==> config.mk <==
export PLATFORM = sky130hd
export DESIGN_NAME = cmd_bus_arbiter
export DESIGN_NICKNAME = d
export VERILOG_FILES = /design/src/rtl/cmd_bus_pkg.sv /design/src/rtl/rr_arb2.sv /design/src/rtl/cmd_bus_arbiter.sv
export SDC_FILE = /design/constraint.sdc
export NUM_CORES = 1
export LEC_CHECK = 0
export CAP_MARGIN = 20
export CORE_AREA = 3 3 162 164
export DETAILED_ROUTE_END_ITERATION = 6
export DIE_AREA = 0 0 165 167
export GPL_ROUTABILITY_DRIVEN = 0
export HOLD_SLACK_MARGIN = 0.1
export SKIP_LAST_GASP = 1
export SLEW_MARGIN = 20
export SYNTH_ARGS = -nofsm -noshare
export SYNTH_HDL_FRONTEND = slang
export SYNTH_HIERARCHICAL = 1
export SYNTH_SLANG_ARGS = --single-unit
==> constraint.sdc <==
create_clock -name clk -period 2.9 [get_ports clk]
set_input_delay 0.58 -clock clk [delete_from_list [all_inputs] [get_ports clk]]
set_output_delay 0.58 -clock clk [all_outputs]
set_load 0.05 [all_outputs]
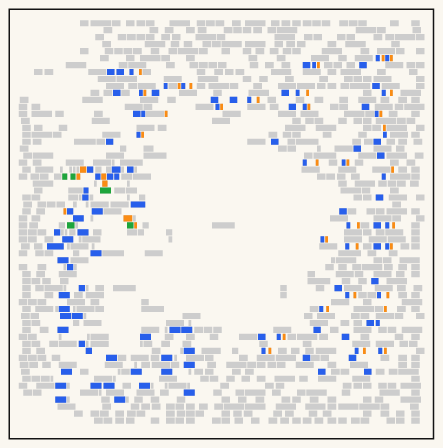
Fig. 1. Selected gate families (run 1).
AND and OR gates -> green  # cells 5, where west
inverting AOI/OAI gates -> blue  # cells 108, where all over the die
NAND gates -> orange  # cells 39, most used nand2_1
most instantiated logic cell after routing: clkdlybuf4s50_1
Post-Layout Cell Count: 1,224
multi-input combinational area share: 32.8%

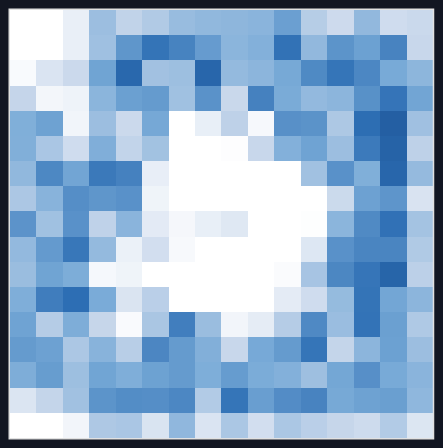
Fig. 2. Cell area per tile (run 1).
16 x 17 tiles, from white (low) to dark blue (high), 0 to 100% covered.
nearly empty tiles = 14%
densest ninth of the die = north-east
tiles over 75% full = 2.9%
emptiest ninth of the die = centre
mean over tiles = 37%
Core Box Area: 25,000 µm²
fin util: 42.5%
fp util: 23.3%

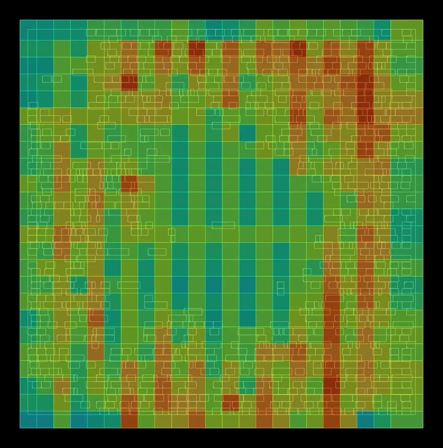
Fig. 3. Routing congestion map (run 1).
Avg WL per Cell: 19.9 µm
global route hottest layer: met2
M1 GR Usage: 20.4%
GR Util met3: 4.85%
GR Util met2: 29.7%

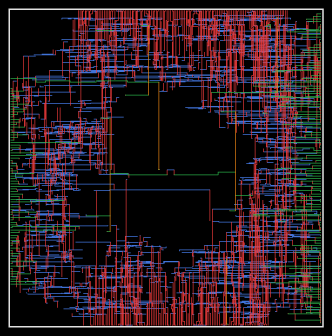
Fig. 4. Signal wires by layer (run 1).
metal 1 -> blue  # wire length 9,730 µm
metal 3 -> green  # wire length 2,070 µm
metal 4 -> orange  # wire length 269 µm
metal 2 -> red  # wire length 12,200 µm
Total GRT Usage: 16.9%
DRT Wirelength: 24.3 mm

==> Slide: Implementation Results <==
Physical Implementation Snapshot

Status
  • Status: completed

Finish
  • Most instantiated logic cells after routing: 421 x clkdlybuf4s50_1, 100 x dfxtp_1, 64 x mux4_2, 64 x mux2i_1, 41 x nor2_1
  • Final net count: 1,215
  • Layout cells sized above 1: 14.8%
  • FILL cells: approximately 2,400
  • Area Growth Syn to Fin: 81.9%

Critical path
  • CP Data Required Time: 2.32 ns
  • Worst Reg-to-Reg Cells: 4
  • Max FO, Critical Path: 12
  • Crit end category: primary output
  • R2R Setup Slk: 0.81 ns
  • CP Launch Type: register
  • Critical path class: reg2out

Synthesis
  • Yosys warnings: 6
  • Distinct lib cells: 39
  • Cell Area, Synth: 5840 µm²
  • Top-area cell share: roughly a third
  • Yosys reg bits: around 100
  • EDFF count, synth: 0
  • Syn_area_per_cell: between 10 and 15 µm²
  • Sequential share of the synthesized area: about a third
  • Synthesized net count: 818
  • Gate Count Post-Synth: roughly 490
  • Yosys Instances: 491
  • Ys flop type: dfxtp_1
  • Top cells by area: dfxtp_1 35%, mux4_2 25%, mux2i_1 11%

Placed design
  • Dpl cell area: 10,300 µm²
  • Place WS: 0.415 ns
  • # port buffers: 422

Clock tree
  • CTS buffer count: 9
  • Hold_buf cts: 0
  • Latency at later pin: 0.35 ns
  • Deepest clock path buffer count: 2
  • Clock Sinks: slightly above 100
  • H-tree depth: 3
  • Clock-pin slew on the worst setup and hold paths: 0.07 ns
  • # Post-CTS Setup Buffers: 0
  • TritonCTS clock tree: yes
  • Post_cts resized: 0

STA
  • Worst Max-Slew Pin Slew: 0.843 ns
  • Worst slew margin: between 40% and 50%
  • RSZ-0062 raised after global routing: false
  • Fin. max-slew vios: 0
  • Final worst clock skew: between 0.009 and 0.01 ns
  • Cycle use final: 93.7%
  • Final hold slack: between 0.4 and 0.5 ns
  • Final Hold Fails: 0
  • Worst setup margin: 0.182 ns

Drt
  • 1st-iter DRT viols: 266
  • Antenna-violating nets left: 0
  • TritonRoute pass-1 iters: 4
  • Vias/cell: approximately 4.6

Floorplan
  • Ports: roughly 420
  • Chip Area: ~28,000 µm²
  • Die height: 167 µm
  • FP Rows: 58
  • Die width: roughly 170 µm

Power
  • Clk pwr share: 26.1%
  • Internal: 3050 µW
  • Cell area power density: between 400 and 500 nW/µm²
  • Switching share of power: 32.7%
  • Flop pwr share: between 30% and 40%
  • P_leak: 0.00364 µW
  • Max IR drop VDD: 0.231 mV

Worst hold path
  • Worst Hold Class: reg2reg
  • Hold Path Depth: 2

Global route
  • Largest net degree at the start of global routing: 66
  • Remaining Overflow, GRT: 0
  • Number of antenna violations at the first check in global routing: 1

Job
  • MaxCap Viol Count: 0
  • OpenROAD warning count: 28
## run 1: Yosys cell counts, types with 2 or more instances
cell type	number
and2b_1	2
dfxtp_1	103
a211oi_1	7
nand2_1	34
a211oi_2	28
o22ai_1	2
mux2i_1	64
nor2_1	41
buf_6	9
inv_1	6
nand3_1	2
nand2b_1	2
mux4_2	64
clkbuf_1	9
o21ai_1	32
nor3_1	2
o2bb2ai_1	32
ha_1	3
buf_2	25
buf_4	5
## run 1: critical path: stages, from the launching register on
cell	delay, ns
dfxtp_1	0.58
and3_1	0.23
and2_1	0.16
clkdlybuf4s50_1	0.83
## run 1: routing by layer
metal	share of wire (%)	vias up	GRT usage [%]
met4	1.1	0	3.54
met2	50	238	29.7
met3	8.5	17	4.85
met1	40	2653	20.4
li1	-	2694	-
met5	0	-	0
## run 1: logic make-up (layout without fill, tap and decap cells)
| kind of cell | after synthesis | in the layout | synth area share [%] |
|---|---|---|---|
| simple gates | 91 | 91 | 6.81 |
| mux | 128 | 128 | 35.6 |
| compound gates | 110 | 110 | 15.9 |
| other cells | 0 | 1 | 0 |
| buf+inv | 55 | 457 | 5.55 |
| flops | 103 | 103 | 35.3 |
| fa+ha+maj | 4 | 4 | 0.835 |
## run 1: cell type report
class                           instances  area [µm²]  area share (%)
Clock buffer                            9         225            2.12
Multi-Input combinational cell        333        3490            32.8
Sequential cell                       103        2070            19.5
Inverter                                6        22.5           0.212
Tap cell                              330         413            3.88
Timing Repair Buffer                  435        4350            41.0
Antenna cell                            1        2.50          0.0235
Clock inverter                          7        55.1           0.518
## run 1: power groups by stage
stage / combinational (µW) / clock (µW) / sequential [µW]
global placement: 1810 / 0 / 1590
CTS: 1830 / 1240 / 1560
global route: 1930 / 1280 / 1570
floorplan: 877 / 0 / 1790
finish: 1800 / 1180 / 1550
detailed placement: 1820 / 0 / 1590
Power figures rest on the tool's default switching activity, not on a simulated workload.
